**src/rtl/cache2way_ctrl.sv**
```systemverilog
// Controller for a 2-way set-associative, write-back, write-allocate cache with
// one word per line; owns tag/valid/dirty/LRU state and the data store.
module cache2way_ctrl #(
    parameter int unsigned ADDR_W  = 5,
    parameter int unsigned DATA_W  = 8,
    parameter int unsigned INDEX_W = 2
) (
    input  logic              clock,
    input  logic              resetn,
    input  logic              cpu_req,
    input  logic              cpu_wren,
    input  logic [ADDR_W-1:0] cpu_addr,
    input  logic [DATA_W-1:0] cpu_wdata,
    output logic [DATA_W-1:0] cpu_rdata,
    output logic              cpu_ready,
    output logic              hit,
    output logic              miss,
    output logic              dirty1,
    output logic              dirty2,
    output logic              mem_req,
    output logic              mem_wren,
    output logic [ADDR_W-1:0] mem_addr,
    output logic [DATA_W-1:0] mem_wdata,
    input  logic [DATA_W-1:0] mem_rdata,
    input  logic              mem_ack
);
    localparam int unsigned TAG_W = ADDR_W - INDEX_W;
    localparam int unsigned SETS  = 1 << INDEX_W;

    typedef enum logic [2:0] {StIdle, StLookup, StWriteback, StFill, StDone} state_e;

    state_e r_state, w_state_next;

    logic [ADDR_W-1:0] r_addr;
    logic              r_wren;
    logic [DATA_W-1:0] r_wdata;
    logic              r_victim;
    logic [DATA_W-1:0] r_rdata;
    logic              r_hit, r_miss, r_dirty1, r_dirty2;

    logic [TAG_W-1:0]  r_tag   [2][SETS];
    logic [DATA_W-1:0] r_data  [2][SETS];
    logic [SETS-1:0]   r_valid [2];
    logic [SETS-1:0]   r_dirty [2];
    logic [SETS-1:0]   r_lru;

    logic [INDEX_W-1:0] w_idx;
    logic [TAG_W-1:0]   w_tag;
    logic               w_hit0, w_hit1, w_hit, w_hit_way;
    logic               w_vict, w_vict_dirty;
    logic [DATA_W-1:0]  w_fill_data;

    assign w_idx        = r_addr[INDEX_W-1:0];
    assign w_tag        = r_addr[ADDR_W-1:INDEX_W];
    assign w_hit0       = r_valid[0][w_idx] && (r_tag[0][w_idx] == w_tag);
    assign w_hit1       = r_valid[1][w_idx] && (r_tag[1][w_idx] == w_tag);
    assign w_hit        = w_hit0 || w_hit1;
    assign w_hit_way    = !w_hit0;
    // Empty ways are filled before anything is evicted, way 0 first.
    assign w_vict       = !r_valid[0][w_idx] ? 1'b0 :
                          !r_valid[1][w_idx] ? 1'b1 : r_lru[w_idx];
    assign w_vict_dirty = r_valid[w_vict][w_idx] && r_dirty[w_vict][w_idx];
    assign w_fill_data  = r_wren ? r_wdata : mem_rdata;

    always_ff @(posedge clock) begin
        if (!resetn) r_state <= StIdle;
        else         r_state <= w_state_next;
    end

    always_comb begin
        w_state_next = r_state;
        unique case (r_state)
            StIdle:      if (cpu_req) w_state_next = StLookup;
            StLookup:    w_state_next = w_hit ? StDone : (w_vict_dirty ? StWriteback : StFill);
            StWriteback: if (mem_ack) w_state_next = StFill;
            StFill:      if (mem_ack) w_state_next = StDone;
            StDone:      w_state_next = StIdle;
            default:     w_state_next = StIdle;
        endcase
    end

    always_comb begin
        cpu_ready = 1'b0;
        mem_req   = 1'b0;
        mem_wren  = 1'b0;
        mem_addr  = '0;
        mem_wdata = '0;
        unique case (r_state)
            StWriteback: begin
                mem_req   = 1'b1;
                mem_wren  = 1'b1;
                mem_addr  = {r_tag[r_victim][w_idx], w_idx};
                mem_wdata = r_data[r_victim][w_idx];
            end
            StFill: begin
                mem_req  = 1'b1;
                mem_addr = r_addr;
            end
            StDone:  cpu_ready = 1'b1;
            default: ;
        endcase
    end

    always_ff @(posedge clock) begin
        if (!resetn) begin
            r_addr   <= '0;
            r_wren   <= 1'b0;
            r_wdata  <= '0;
            r_victim <= 1'b0;
            r_rdata  <= '0;
            r_hit    <= 1'b0;
            r_miss   <= 1'b0;
            r_dirty1 <= 1'b0;
            r_dirty2 <= 1'b0;
            r_lru    <= '0;
            for (int w = 0; w < 2; w++) begin
                r_valid[w] <= '0;
                r_dirty[w] <= '0;
                for (int s = 0; s < SETS; s++) begin
                    r_tag[w][s]  <= '0;
                    r_data[w][s] <= '0;
                end
            end
        end else begin
            unique case (r_state)
                StIdle: begin
                    if (cpu_req) begin
                        r_addr  <= cpu_addr;
                        r_wren  <= cpu_wren;
                        r_wdata <= cpu_wdata;
                    end
                end
                StLookup: begin
                    r_hit    <= w_hit;
                    r_miss   <= !w_hit;
                    r_victim <= w_vict;
                    // Status reflects the set after a write hit marks its way dirty.
                    r_dirty1 <= r_dirty[0][w_idx] | (w_hit & r_wren & !w_hit_way);
                    r_dirty2 <= r_dirty[1][w_idx] | (w_hit & r_wren & w_hit_way);
                    if (w_hit) begin
                        r_lru[w_idx] <= !w_hit_way;
                        if (r_wren) begin
                            r_data[w_hit_way][w_idx]  <= r_wdata;
                            r_dirty[w_hit_way][w_idx] <= 1'b1;
                            r_rdata                   <= r_wdata;
                        end else begin
                            r_rdata <= r_data[w_hit_way][w_idx];
                        end
                    end
                end
                StFill: begin
                    if (mem_ack) begin
                        r_data[r_victim][w_idx]  <= w_fill_data;
                        r_tag[r_victim][w_idx]   <= w_tag;
                        r_valid[r_victim][w_idx] <= 1'b1;
                        r_dirty[r_victim][w_idx] <= r_wren;
                        r_rdata                  <= w_fill_data;
                        r_lru[w_idx]             <= !r_victim;
                        r_dirty1 <= r_victim ? r_dirty[0][w_idx] : r_wren;
                        r_dirty2 <= r_victim ? r_wren : r_dirty[1][w_idx];
                    end
                end
                default: ;
            endcase
        end
    end

    assign cpu_rdata = r_rdata;
    assign hit       = r_hit;
    assign miss      = r_miss;
    assign dirty1    = r_dirty1;
    assign dirty2    = r_dirty2;

endmodule

```
**config.mk**
```make
export PLATFORM = sky130hd
export DESIGN_NAME = cache2way_ctrl
export DESIGN_NICKNAME = d
export VERILOG_FILES = /design/src/rtl/cache2way_ctrl.sv
export SDC_FILE = /design/constraint.sdc
export NUM_CORES = 1
export LEC_CHECK = 0
export CORE_MARGIN = 2
export CORE_UTILIZATION = 45
export DETAILED_ROUTE_END_ITERATION = 8
export GPL_TIMING_DRIVEN = 0
export MAX_ROUTING_LAYER = met4
export PLACE_DENSITY = 0.72
export SKIP_LAST_GASP = 1
export SLEW_MARGIN = 15
export SYNTH_ARGS = -nofsm -noshare
export SYNTH_HDL_FRONTEND = slang
export SYNTH_SLANG_ARGS = --single-unit
```
**constraint.sdc**
```tcl
create_clock -name clock -period 3.5 [get_ports clock]
set_clock_uncertainty 0.2 [all_clocks]
set_input_delay 0.7 -clock clock [delete_from_list [all_inputs] [get_ports clock]]
set_output_delay 0.7 -clock clock [all_outputs]
set_load 0.02 [all_outputs]
```
Signal wires on met3:
Drawn at 2 px/um.
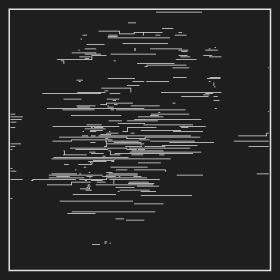
longest straight run	48.3 um
wire length on this layer	2280 um
share of all routed wire	11%
main direction	horizontal
met3 track demand over resource in global routing: 0.0701
drt total wl: 20700 um
vias: 5514

Gate families picked out:
Drawn at 4 px/um.
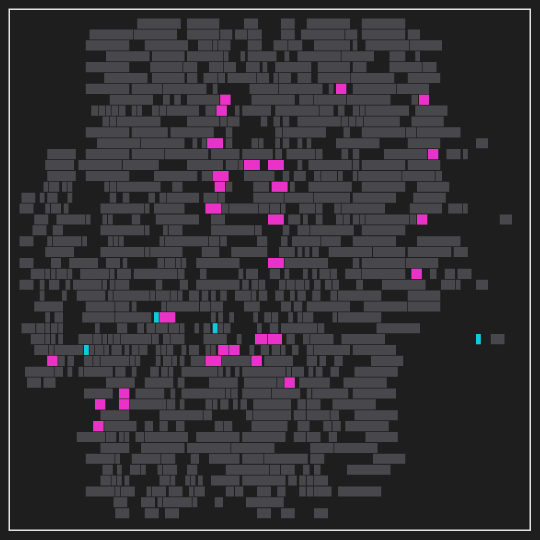
family	color	cells	most used
non-inverting ao/oa cells	magenta	29	a21o_1
inv cells	cyan	4	inv_1
multi-input gate share of the layout cell area: 0.370
tally of non-filler cells in the final layout: 899
highest-count logic cell in the final layout: edfxtp_1

[cells by family (layout without fill, tap and decap cells)]
logic type                after synthesis  count (layout)  share of synthesized area
AOI/OAI and AO/OA                     163             163                      0.158
xor gates and xnor gates                7               7                     0.0118
buffers and inverters                  54             141                     0.0360
DFF                                   139             139                      0.525
muxes                                  59              59                      0.156
and+or+nand+nor                       174             174                      0.113
[state kept, by name (all words and copies together), names as in the netlist, named ones only]
register	flops
miss	1
r_dirty	8
r_state	3
r_tag	24
hit	1
r_victim	1
r_data	64
r_lru	4
r_wren	1
r_addr	5
r_wdata	8
dirty2	1
dirty1	1
r_valid	8
cpu_rdata	8
[how the worst max path moves through the flow]
| stage | from | endpoint | slack (ns) | depth (start not counted) |
|---|---|---|---|---|
| 2_1_floorplan | r_addr[0] | r_data[1][24] | 0.31 | 6 |
| 3_3_place_gp | mem_ack | r_data[1][11] | -1.23 | 6 |
| 3_5_place_dp | r_addr[1] | mem_wdata[0] | -0.90 | 8 |
| 4_1_cts | r_addr[1] | mem_wdata[0] | 0.02 | 8 |
| 5_1_grt | r_state[1] | r_data[0][6] | -0.02 | 9 |
| 6_report | mem_ack | r_data[1][15] | 0.07 | 7 |
[cell usage in the layout (no fill, tap or decap), drive strengths merged, types with 3 or more instances in the layout]
cell type      instances
inv                    3
a31oi                  4
a21o                  13
clkdlybuf4s50         44
and3                   3
buf                   25
o21ai                 34
nand2b                 6
mux2i                 18
mux4                  41
o211ai                 8
clkinv                 5
dfxtp                 43
nand2                 90
o31ai                  3
clkinvlp               4
a21boi                17
and2                  21
nor3                   7
o21a                   4
clkbuf                51
o221a                  8
edfxtp                96
xnor2                  6
nor3b                  4
dlygate4sd2            8
o32ai                  8
nor2                  32
a21oi                 58
[where the power goes]
group	switching, mW	internal [mW]
sequential	0.0496	1.83
combinational	0.409	0.274
clock	0.668	0.897
[through the flow]
stage / hold WS, ns / setup slack (ns)
after floorplan: 0.221 / 0.307
after global placement: 0.227 / -1.23
after detailed placement: 0.235 / -0.895
after CTS: 0.248 / 0.0208
after global routing: 0.260 / -0.0217
final: 0.245 / 0.0732
[routing by layer]
metal,up-vias,GRT usage
met5,-,-
met4,0,0.111
met3,66,0.0701
met2,375,0.406
met1,2663,0.322
li1,2410,-
[worst max-delay path, stage by stage]
cell	delay, ns
clkdlybuf4s50_1	0.57
nand2_1	0.14
nor2_2	0.46
nand2_1	0.33
o41a_1	0.29
o21ai_1	0.63
buf_6	0.23
[layout make-up]
cell class	instances	area, um^2	area share
buffer	49	294	0.0344
sequential	139	3750	0.439
timing repair buffer	56	553	0.0648
tap	216	270	0.0317
inverter	4	15.0	0.00176
clock inverter	8	50.0	0.00586
multi-input combinational	403	3160	0.370
clock buffer	24	452	0.0529
[timing repair]
| item | 4_1_cts | 5_1_grt |
|---|---|---|
| setup endpoints to repair | 40 | 47 |
| gates resized | 33 | 9 |
| hold buffers | 0 | 0 |
| gates cloned | 0 | 0 |
==> summary.rpt <==
RUN METRICS
----------------------------------------------------
[Synth]
  # Cells Yosys ........................ 596
  Total number of yosys warnings ........................ 0
  Number of distinct library cells after synthesis ........................ 51
  Prevailing post-synth register cell ........................ edfxtp_1
  Number of nets at floorplan ........................ 622
  Share of the yosys chip area belonging to registers ........................ 0.525
  Flip-flops with a built-in enable ........................ 96
  Register bit total from synthesis ........................ 139
  Cell types with the highest counts after synthesis ........................ edfxtp_1 (96), nand2_1 (90), a21oi_1 (57), dfxtp_1 (43), mux4_2 (38)
  Most area-consuming cells after synthesis ........................ edfxtp_1 (40%), dfxtp_1 (12%), mux4_2 (12%)
  Syn Inst Count ........................ 596
  Post-synthesis async set-or-reset flop share ........................ 0

[Route]
  Pre-antenna DRT Iters ........................ 5
  Drc violations ........................ 0
  Initial drt markers ........................ 597
  Wire length on met2 ........................ 10000 um
  Met1 wire length ........................ 7700 um
  Post-detailed-route count of antenna-violating nets ........................ 0
  Per-cell via count in the routed design ........................ 6.13

[Worst setup path]
  Startpoint class of the critical path ........................ input port
  Largest fanout on the critical path ........................ 10
  Setup CP Type ........................ in2reg
  Cells on worst reg2reg path ........................ 8
  Worst reg2reg endpoint ........................ r_data[0][23]
  R2R setup slack ........................ 0.09 ns
  Worst endpoint data arrival time ........................ 3.36 ns
  Crit. End Element ........................ flop
  Worst reg2reg startpoint ........................ r_state[1]
  CP required ........................ 3.43 ns

[Place]
  Number of buffers added on ports ........................ 53
  DP Wirelength ........................ 14700 um
  Placed instance area ........................ 7970 um^2
  Routability Congestion ........................ 0.973
  Number of placed cells counting well taps ........................ 868

[Clock tree]
  Clock sink count ........................ 139
  Count of buffers added by post-CTS timing repair for setup ........................ 0
  H-tree level count ........................ 4
  Number of CTS-inserted buffers ........................ 17
  Clock tree from TritonCTS ........................ yes
  Source-to-sink clock delay at the later pin of the worst-skew pair ........................ 0.42 ns
  Max Buffers Root-to-Sink ........................ 2

[Die]
  Standard cell core area ........................ 15700 um^2
  Number of primary I/O pins ........................ 54
  Initial core utilization ........................ 0.454
  Rows ........................ 46
  Area of the die ........................ 16900 um^2

[Timing]
  Unrepaired setup endpoints after global routing ........................ true
  Number of pins exceeding their max-slew limit in the final report ........................ 0
  Actual transition at the worst max-transition pin ........................ 0.741 ns
  Setup TNS ........................ 0 ns
  Min cycle time layout ........................ 3.43 ns
  Peak clock frequency supported by timing ........................ 0.292 GHz
  Total setup violations reported at the end of the flow ........................ 0
  Crit share post-route ........................ 0.979
  Worst rel slew slack ........................ 0.502

[Cells and area]
  # nets final ........................ 696
  Layout Utilization ........................ 0.543
  Layout cells sized above 1 ........................ 0.176
  Fill cell count ........................ 1318
  Post-route standard cell area excluding fillers ........................ 8540 um^2
  Area Growth Syn to Fin ........................ 19.7%
  Ant diodes ........................ 0

[Status]
  Run status ........................ completed

[Hold path]
  Startpoint of the most critical hold path ........................ r_valid[0][2]
  Path type of the worst min-delay path ........................ reg2reg
  Worst hold stages ........................ 1
  Endpoint of the worst hold-timing path ........................ r_valid[0][2]

[Global routing]
  Pin count of the biggest net entering global routing ........................ 17
  Initial antenna violation count ........................ 0
  Leftover overflow at the end of global routing ........................ 0
  Number of global-route vias before repair ........................ 5359
  First-pass GRT wire length ........................ 30700 um
  Total routing usage reported by global routing ........................ 0.260

[Job]
  Total number of warnings across the stage logs ........................ 27
  Maxcap violations ........................ 0

[Pwr]
  Pwr Total ........................ 4.13 mW

----------------------------------------------------
No activity file was given, so power comes from the tool's default toggle rates.
